==> config.mk <==
export PLATFORM = sky130hd
export DESIGN_NAME = alu_op_sequencer
export DESIGN_NICKNAME = d
export VERILOG_FILES = /design/src/rtl/alu_op_sequencer.sv
export SDC_FILE = /design/constraint.sdc
export NUM_CORES = 1
export LEC_CHECK = 0
export CORE_ASPECT_RATIO = 0.6
export CORE_MARGIN = 4
export CORE_UTILIZATION = 39
export DETAILED_ROUTE_END_ITERATION = 16
export GPL_ROUTABILITY_DRIVEN = 0
export MAX_ROUTING_LAYER = met4
export PLACE_DENSITY = 0.8
export SYNTH_ARGS = -nofsm -noshare
export SYNTH_HDL_FRONTEND = slang
export SYNTH_SLANG_ARGS = --single-unit
==> constraint.sdc <==
create_clock -name clk -period 2 [get_ports clk]
set_input_delay 0.3 -clock clk [delete_from_list [all_inputs] [get_ports clk]]
set_output_delay 0.3 -clock clk [all_outputs]
set_load 0.01 [all_outputs]
==> src/rtl/alu_op_sequencer.sv <==
// alu_op_sequencer: runs one register-to-register ALU operation at a time.
// Flow: accept request -> read register file -> wait out the ALU latency -> write back.
// Optional build macro ALU_OP_SEQUENCER_R0_ZERO_EN: register 0 reads as zero and
// writes to it are dropped, while the response and op counter still update.
module alu_op_sequencer #(
  parameter int unsigned ALU_LAT = 2
) (
  input  logic        clk,
  input  logic        rst_n,
  input  logic        req_valid,
  output logic        req_ready,
  input  logic [3:0]  req_op,
  input  logic [4:0]  req_rd,
  input  logic [4:0]  req_rs1,
  input  logic [4:0]  req_rs2,
  output logic [4:0]  rf_raddr1,
  output logic [4:0]  rf_raddr2,
  input  logic [31:0] rf_rdata1,
  input  logic [31:0] rf_rdata2,
  output logic        rf_we,
  output logic [4:0]  rf_waddr,
  output logic [31:0] rf_wdata,
  output logic [3:0]  alu_opcode,
  output logic [31:0] alu_in1,
  output logic [31:0] alu_in2,
  input  logic [31:0] alu_result,
  output logic        resp_valid,
  output logic [4:0]  resp_rd,
  output logic [31:0] resp_data,
  output logic [15:0] op_count
);

  typedef enum logic [1:0] {
    IDLE = 2'd0,
    READ = 2'd1,
    EXEC = 2'd2,
    WB   = 2'd3
  } state_t;

  state_t      state, state_nxt;
  logic [3:0]  op_q;
  logic [4:0]  rd_q, rs1_q, rs2_q;
  logic [3:0]  wait_cnt;
  logic [4:0]  resp_rd_q;
  logic [31:0] opnd1, opnd2;
  logic        wb_en;

`ifdef ALU_OP_SEQUENCER_R0_ZERO_EN
  // Register 0 is hardwired zero: mask reads, suppress writes.
  assign opnd1 = (rs1_q == 5'd0) ? 32'h0 : rf_rdata1;
  assign opnd2 = (rs2_q == 5'd0) ? 32'h0 : rf_rdata2;
  assign wb_en = (rd_q != 5'd0);
`else
  // Register 0 behaves like any other register.
  assign opnd1 = rf_rdata1;
  assign opnd2 = rf_rdata2;
  assign wb_en = 1'b1;
`endif

  // Read and write ports always point at the latched indices.
  assign rf_raddr1 = rs1_q;
  assign rf_raddr2 = rs2_q;
  assign rf_waddr  = rd_q;

  // State register.
  always_ff @(posedge clk) begin
    if (!rst_n) state <= IDLE;
    else        state <= state_nxt;
  end

  // Next-state decode; EXEC exits once the last latency cycle is reached.
  always_comb begin
    state_nxt = state;
    case (state)
      IDLE:    if (req_valid) state_nxt = READ;
      READ:    state_nxt = EXEC;
      EXEC:    if (wait_cnt <= 4'd1) state_nxt = WB;
      WB:      state_nxt = IDLE;
      default: state_nxt = IDLE;
    endcase
  end

  // Combinational outputs; the write port only carries data during WB.
  always_comb begin
    req_ready  = 1'b0;
    rf_we      = 1'b0;
    rf_wdata   = 32'h0;
    resp_valid = 1'b0;
    resp_rd    = resp_rd_q;
    case (state)
      IDLE: req_ready = 1'b1;
      WB: begin
        rf_we      = wb_en;
        rf_wdata   = alu_result;
        resp_valid = 1'b1;
        resp_rd    = rd_q;
      end
      default: ;
    endcase
  end

  // Capture the request fields on acceptance.
  always_ff @(posedge clk) begin
    if (!rst_n) begin
      op_q  <= 4'd0;
      rd_q  <= 5'd0;
      rs1_q <= 5'd0;
      rs2_q <= 5'd0;
    end else if (state == IDLE && req_valid) begin
      op_q  <= req_op;
      rd_q  <= req_rd;
      rs1_q <= req_rs1;
      rs2_q <= req_rs2;
    end
  end

  // Present operands to the ALU in READ and hold them until the next READ.
  always_ff @(posedge clk) begin
    if (!rst_n) begin
      alu_opcode <= 4'd0;
      alu_in1    <= 32'h0;
      alu_in2    <= 32'h0;
    end else if (state == READ) begin
      alu_opcode <= op_q;
      alu_in1    <= opnd1;
      alu_in2    <= opnd2;
    end
  end

  // Latency counter: loaded in READ, counts down through EXEC.
  always_ff @(posedge clk) begin
    if (!rst_n)              wait_cnt <= 4'd0;
    else if (state == READ)  wait_cnt <= 4'(ALU_LAT);
    else if (state == EXEC)  wait_cnt <= wait_cnt - 4'd1;
  end

  // Response registers and completion counter update on write-back.
  always_ff @(posedge clk) begin
    if (!rst_n) begin
      resp_data <= 32'h0;
      resp_rd_q <= 5'd0;
      op_count  <= 16'd0;
    end else if (state == WB) begin
      resp_data <= alu_result;
      resp_rd_q <= rd_q;
      op_count  <= op_count + 16'd1;
    end
  end

endmodule
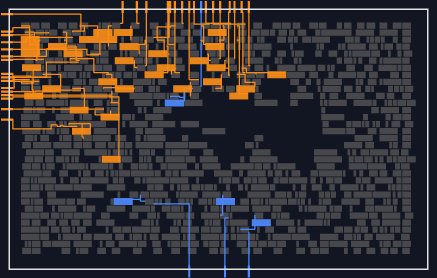
**Above:** run 1 (I/O nets highlighted).
Blue stands for `alu_opcode`, direction output, end cells 4, buffers 4, wire 154 µm. Orange stands for `alu_in2`, direction output, end cells 32, buffers 32, wire 1110 µm.

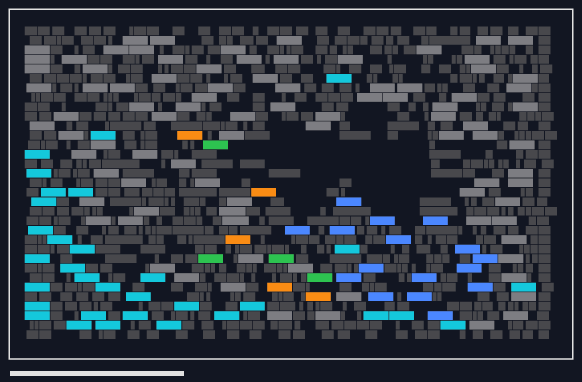
**Above:** run 1 (sequential cells coloured by netlist name).
The bar under the picture is 50 µm long. Other sequential cells in the stronger grey, the rest of the logic in the fainter grey.
Green stands for `op_q`, flops 4. Cyan stands for `alu_in1`, flops 32. Blue stands for `op_count`, flops 16. Orange stands for `rf_waddr`, flops 5.

==> flow_summary.toml, run 1 <==
# flow metrics
[run_status]
status = "finished clean"

[clock_tree]
clk_pin_slew_ns = 0.06
cts_hold_buf = 0
htreeDepth = 4
cts_tree = "yes"
post_cts_buffers = 1
cts_repair_resize_count = 60
clk_path_buf_depth = 2

[drt]
drt_pass1_iterations = 4
highest_layer = "met4"
met1Wirelength_mm = 7.42
via_count = 4988
drt_iter0_drc = 209
route.met2.wl_mm = 8.15
via_per_inst = 4.65

[synth]
edf_count = 0
yosys_warnings = 0
top_cell = "dfxtp_1"
ys_sh_adder_pct = 1.83
yosysTopAreaCellShare_pct = 53.3
ys_sh_simple_pct = 19.1
avgSynthCellArea_um2 = 9.48
mux_area_share_pct = 14.4
synthCells = 578
mappedNetlistArea_mm2 = 0.00548
xor_share_pct = 2.08
async_flop_share_pct = 0
synth_cell_types = 31
synth_flops = 146
top_logic_kind = "simple AND/OR/NAND/NOR gates"
synth_nets = 704
yosys.area.top_type = "dfxtp_1"
top_cells_by_area = "dfxtp_1 53%, mux2i_1 13%, nor2_1 7.9%, a21oi_1 5.0%, and2_1 4.3%"

[final_timing]
rsz0062_at_grt = "true"
worst_clock_skew_ns = 0.0117
fin_ws_ns = 0.0390
finalClockPeriodUsage_pct = 98.0
final_hold_viol_count = 0
max_freq_mhz = 510
drv_slew = 0
min_period_ns = 1.96

[die]
top_level_ports = 289
initial_utilization_pct = 40.0
die-height_um = 99.8
num_rows = 33
core_area_mm2 = 0.0137

[cells_and_area]
regArea_mm2 = 0.00293
comb_area_share_pct = 25.6
sh_seq_area_pct = 31.3
most-common-layout-cells = "248 x clkdlybuf4s50_1, 144 x dfxtp_1, 116 x nor2_1"
area_delta_synth_final_pct = 70.3
layout.non_clock_inverters = 7
final_util_pct = 68.1
clock_area_share_pct = 6.94
logic_gates = 389
clkbuf_count = 19
fin_area_mm2 = 0.00934
lay_top_count = "clkdlybuf4s50_1"

[power_and_ir_drop]
leakage_uw = 0.00375
switching_power_uw = 3000
intPower_uw = 7470
power_density_mw_per_mm2 = 1120
netSwitchingFraction_pct = 28.7
peakVddDrop_mv = 0.710
power_frac_seq_pct = 34.8
clkPwrFrac_pct = 33.3
combPwrFrac_pct = 31.9

[setup_path]
critical_path_buf_inv_count = 3
r2r_start = "state[0]"
setup.worst_path.end_class = "output port"
timing.rr.end = "rf_waddr[0]"
r2r_cells = 7
worstPathRequired_ns = 1.70
crit_end = "resp_rd[0]"
crit_chain = "ha_4 > buf_6 > buf_12 > mux2_2 > buf_2"
worstSetupPathType = "flop to output port"
crit_family = "buffers and inverters"
cp_max_fo = 14

[place]
placed_area_mm2 = 0.00869
dp.cells = 1040
place_ws_ns = 0.0848
io_buffers = 288

[flow_run]
drv_cap = 0
warnings = 33

[global_routing]
antenna_found_initial = 0
grt_max_degree = 40
top_usage_layer = "met2"
overflow = 0

[min_path]
min_path_type = "input pin to flop"
holdPathStages = 3
hold_path_end = "rf_raddr1[4]"
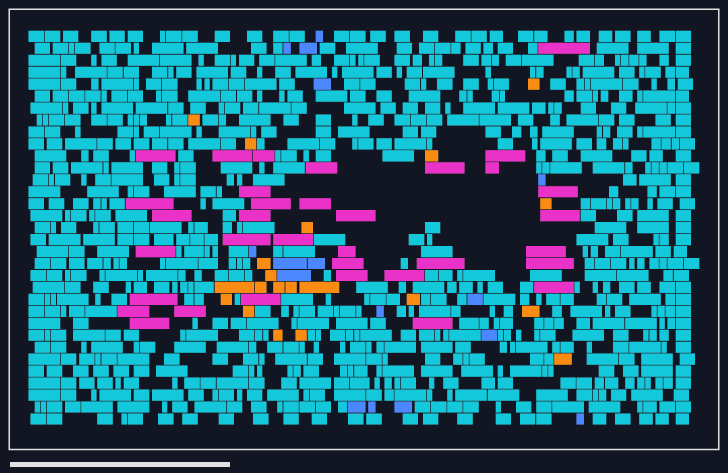
**Above:** run 1 (cell sizes after repair).
The bar under the picture is 50 µm long.
Orange stands for drive 3 to 4, cells 20, most used buf_4. Blue stands for drive 2, cells 16. Cyan stands for drive 1 or less, cells 811, most used clkdlybuf4s50_1. Magenta stands for drive 6 and up, cells 34, most used clkbuf_16.

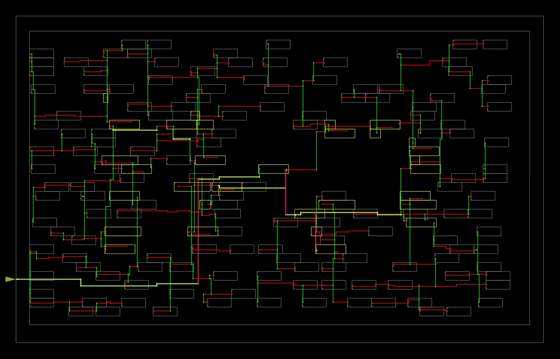
**Above:** run 1 (clock routing).
flop count: 146
Clock Latency Late Sink: 0.41 ns
P_clk: 3490 µW
clock sinks: 146
CTS Buf Count: 17

run 1: flip-flops by register name, indices dropped and copies added, names as in the netlist:
| name | count |
|---|---|
| alu_in1 | 32 |
| alu_in2 | 32 |
| alu_opcode | 4 |
| op_count | 16 |
| op_q | 4 |
| resp_data | 32 |
| resp_rd_q | 5 |
| rf_raddr1 | 5 |
| rf_raddr2 | 5 |
| rf_waddr | 5 |
| state | 2 |
| wait_cnt | 4 |
run 1: power by group through the flow:
stage | Sequential, µW | Clock (µW) | Combinational (µW)
3_3_place_gp | 3670 | 0 | 3350
6_report | 3650 | 3490 | 3340
2_1_floorplan | 3870 | 0 | 1460
4_1_cts | 3650 | 3560 | 3380
3_5_place_dp | 3700 | 0 | 3360
5_1_grt | 3710 | 3690 | 3610
==> inputs of run 2 (changes only) <==
CORE_ASPECT_RATIO = not set   (was 0.6)
REMOVE_ABC_BUFFERS = 1   (was not set)
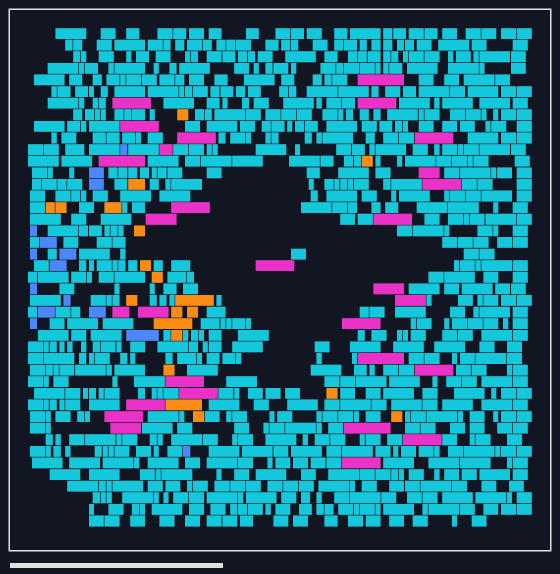
**Above:** run 2 (cell sizes after repair).
The bar under the picture is 50 µm long.
Cyan stands for drive 1 or less, cells 811, most used clkdlybuf4s50_1. Orange stands for drive 3 to 4, cells 20, most used buf_4. Blue stands for drive 2, cells 15. Magenta stands for drive 6 and up, cells 29, most used clkbuf_16.

==> run 2 against run 1 <==
  * First-iteration DRC count fell by 1.4%
  * Die size fell by 0.38%
  * Clock power fell by 6.3%
  * Sequential power barely moved
  * Via count fell by 0.56%
  * Utilization fell by 1.7 points
  * Critical path depth did not move
  * Non-clock buffer count fell by 3
  * Worst hold slack got worse by 0.012 ns
  * Critical endpoint is now resp_rd[1]
  * Largest cell class unchanged
==> flow_summary.toml, run 2 <==
# flow metrics
[clock_tree]
clk_path_buf_depth = 2
cts_buffers = 17
clk_pin_slew_ns = 0.06
cts_tree = "yes"
htreeDepth = 4
cts_hold_buf = 0
post_cts_buffers = 2
clk_latency_ns = 0.41
clkSinkCount = 146
cts_repair_resize_count = 59

[setup_path]
worstPathRequired_ns = 1.70
crit_end = "resp_rd[1]"
crit_family = "flip-flops"
r2r_cells = 6
timing.rr.end = "state[1]"
r2r_start = "state[0]"
worstSetupPathType = "flop to output port"
crit_chain = "ha_4 > buf_4 > buf_6 > mux2_2 > buf_2"
critical_path_buf_inv_count = 3
cp_max_fo = 7

[synth]
mappedNetlistArea_mm2 = 0.00548
top_logic_kind = "simple AND/OR/NAND/NOR gates"
yosys.area.top_type = "dfxtp_1"
ys_sh_adder_pct = 1.83
top_cells_by_area = "dfxtp_1 53%, mux2i_1 13%, nor2_1 7.9%, a21oi_1 5.0%, and2_1 4.3%"
yosys_warnings = 0
synth_flops = 146
synthCells = 578
xor_share_pct = 2.08
mux_area_share_pct = 14.4
synth_cell_types = 31
edf_count = 0
async_flop_share_pct = 0
avgSynthCellArea_um2 = 9.48
ys_sh_simple_pct = 19.1
top_cell = "dfxtp_1"

[final_timing]
worst_clock_skew_ns = 0.00857
final_hold_viol_count = 0
fin_ws_ns = 0.0755
drv_slew = 0
finalClockPeriodUsage_pct = 96.2
max_freq_mhz = 520
rsz0062_at_grt = "false"
min_period_ns = 1.92

[cells_and_area]
diodes = 0
lay_top_count = "clkdlybuf4s50_1"
fin_area_mm2 = 0.00918
final_util_pct = 66.4
regArea_mm2 = 0.00293
area_delta_synth_final_pct = 67.4
largestRegisters = "alu_in1 x32, alu_in2 x32, resp_data x32"
logic_area_mm2 = 0.00239

[power_and_ir_drop]
combPwrFrac_pct = 32.0
netSwitchingFraction_pct = 28.5
intPower_uw = 7260
p_seq_uw = 3640
switching_power_uw = 2900
clkPwrFrac_pct = 32.1
top_power_group = "registers"
total_power_uw = 10200
power_density_mw_per_mm2 = 1110
peakVddDrop_mv = 0.505
leakage_uw = 0.00372
pg_comb_uw = 3250

[die]
chip_area_mm2 = 0.0160
die-height_um = 127
num_rows = 43
initial_utilization_pct = 39.6
core_area_mm2 = 0.0138

[min_path]
hold_path_end = "rf_waddr[0]"
min_path_type = "input pin to flop"
holdPathStages = 3

[global_routing]
grt_max_degree = 59
antenna_found_initial = 0
overflow = 0

[drt]
drt_iter0_drc = 206
drt_wl_total_mm = 16.6
drt_pass1_iterations = 4
via_per_inst = 4.70
via_count = 4960

[place]
place_ws_ns = 0.100
placed_area_mm2 = 0.00861
dp.cells = 1025
io_buffers = 288

[flow_run]
drv_cap = 0
warnings = 30

[run_status]
status = "finished clean"
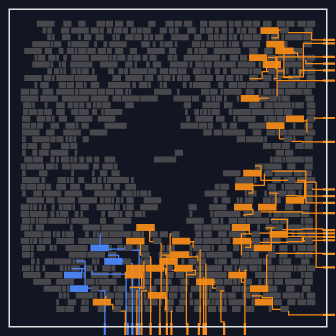
**Above:** run 2 (I/O nets highlighted).
Orange stands for `alu_in2`, direction output, end cells 32, buffers 32, wire 974 µm. Blue stands for `alu_opcode`, direction output, end cells 4, buffers 4, wire 157 µm.

==> run 2: cell counts after synthesis <==
Identical to the previous run, type by type.
==> run 2: tightest hold or removal path: stages <==
cell and delay, ns:
clkdlybuf4s50_1 0.39, nand2_1 0.05, a21oi_1 0.05
==> run 2: routing by layer <==
| layer | share of wire (%) | vias up | track usage [%] |
|---|---|---|---|
| met1 | 42 | 2254 | 25.0 |
| li1 | - | 2480 | - |
| met3 | 7.1 | 35 | 5.14 |
| met4 | 2.8 | 0 | 8.52 |
| met2 | 48 | 191 | 32.8 |
| met5 | 0 | - | - |
==> run 2: final cells by class <==
cell class	count	area share, %
inverter	7	0.314
clock buffer	18	4.79
clock inverter	10	1.76
multi-input combinational	389	26.0
sequential	146	31.9
tap	180	2.45
timing repair buffer	305	32.8
==> inputs of run 3 (changes only) <==
CAP_MARGIN = 20   (was not set)
CTS_CLUSTER_SIZE = 28   (was not set)
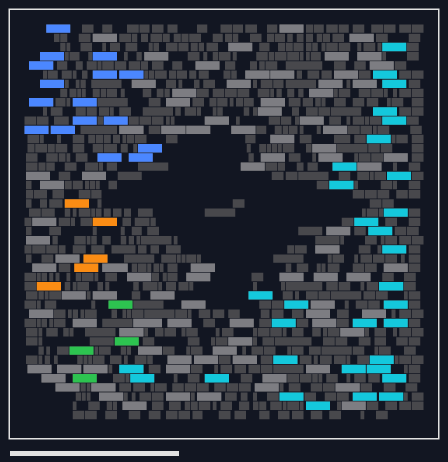
**Above:** run 3 (sequential cells coloured by netlist name).
The bar under the picture is 50 µm long. Other sequential cells in the stronger grey, the rest of the logic in the fainter grey.
Green stands for `op_q`, flops 4, where lower left. Cyan stands for `alu_in1`, flops 32. Blue stands for `op_count`, flops 16, where upper left. Orange stands for `rf_waddr`, flops 5, where middle left.
Another 89 sequential cells are not coloured.

==> run 3 against run 2 <==
  * First-iteration DRC count unchanged
  * Die size stayed put
  * Flip-flop count did not move
  * Global-route usage unchanged
  * Clock-buffer cell count unchanged
  * Clock skew unchanged
  * Utilization unchanged
  * Area after synthesis unchanged
  * Routed wire length did not move
  * Synthesized cell count is the same
  * Critical endpoint unchanged
  * Highest routed layer unchanged
==> flow_summary.toml, run 3 <==
# flow metrics
[flow_run]
drv_cap = 0
warnings = 30

[synth]
top_cell = "dfxtp_1"
yosys_warnings = 0
mappedNetlistArea_mm2 = 0.00548
avgSynthCellArea_um2 = 9.48
yosys.area.top_type = "dfxtp_1"
edf_count = 0
top_cells_by_area = "dfxtp_1 53%, mux2i_1 13%, nor2_1 7.9%, a21oi_1 5.0%, and2_1 4.3%"
synthCells = 578
synth_cell_types = 31
synth_flops = 146

[final_timing]
final_hold_viol_count = 0
fin_ws_ns = 0.0755
min_period_ns = 1.92
rsz0062_at_grt = "false"

[cells_and_area]
largestClassByArea = "buffers"
clock_area_share_pct = 6.54
comb_area_share_pct = 26.0
lay_top_count = "clkdlybuf4s50_1"
diodes = 0
logic_gates = 389
most-common-layout-cells = "248 x clkdlybuf4s50_1, 144 x dfxtp_1, 116 x nor2_1"
sh_seq_area_pct = 31.9
nNonClkBuffers = 305
fin_area_mm2 = 0.00918
flops = 146
largestRegisters = "alu_in1 x32, alu_in2 x32, resp_data x32"
final_util_pct = 66.4
buf_share_pct = 32.8
area_delta_synth_final_pct = 67.4
regArea_mm2 = 0.00293
logic_area_mm2 = 0.00239

[setup_path]
r2r_start = "state[0]"
cp_max_fo = 7
timing.rr.end = "state[1]"
setup.worst_path.end_class = "output port"
worstSetupPathType = "flop to output port"
r2r_cells = 6
worstPathRequired_ns = 1.70

[run_status]
status = "finished clean"

[clock_tree]
clk_latency_ns = 0.41
clk_path_buf_depth = 2
cts_hold_buf = 0
clk_pin_slew_ns = 0.06
clkSinkCount = 146
htreeDepth = 4
cts_tree = "yes"
post_cts_buffers = 2
cts_buffers = 17

[power_and_ir_drop]
switching_power_uw = 2900
pg_comb_uw = 3250
top_power_group = "registers"
power_density_mw_per_mm2 = 1110
intPower_uw = 7260
netSwitchingFraction_pct = 28.5
clkPwrFrac_pct = 32.1
combPwrFrac_pct = 32.0
p_seq_uw = 3640
total_power_uw = 10200
peakVddDrop_mv = 0.505
power_frac_seq_pct = 35.9

[place]
io_buffers = 288
dp.cells = 1025

[die]
initial_utilization_pct = 39.6
core_area_mm2 = 0.0138
num_rows = 43
top_level_ports = 289

[min_path]
holdPathStages = 3
min_path_type = "input pin to flop"

[drt]
drt_iter0_drc = 206
drt_pass1_iterations = 4
drt_wl_total_mm = 16.6

[global_routing]
antenna_found_initial = 0
grt_max_degree = 59
overflow = 0
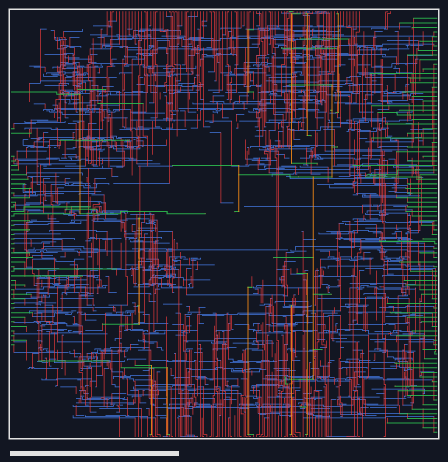
**Above:** run 3 (metal layers overlaid).
The bar under the picture is 50 µm long.
Orange stands for met4, wire length 464 µm. Red stands for met2, wire length 7970 µm. Blue stands for met1, wire length 7030 µm. Green stands for met3, wire length 1190 µm.

run 3: layer usage:
layer	part of all wire (%)	GRT usage, %	wire length [µm]	vias to the layer above
li1	-	-	-	2480
met1	42	25.0	7030	2254
met2	48	32.8	7970	191
met3	7.1	5.14	1190	35
met4	2.8	8.52	464	0
met5	0	-	0	-
run 3: critical path: stages (launching register included):
cell and delay (ns):
dfxtp_4 0.36, ha_4 0.16, buf_4 0.11, buf_6 0.11
mux2_2 0.34, buf_2 0.14
run 3: cells by family after synthesis:
| group | Yosys count | share of synthesized area (%) |
|---|---|---|
| compound gates | 61 | 5.73 |
| flops | 146 | 53.3 |
| fa+ha+maj | 8 | 1.83 |
| simple gates | 229 | 19.1 |
| xor+xnor | 13 | 2.08 |
| buf+inv | 43 | 3.61 |
| mux | 78 | 14.4 |
Power figures rest on the tool's default switching activity, not on a simulated workload.
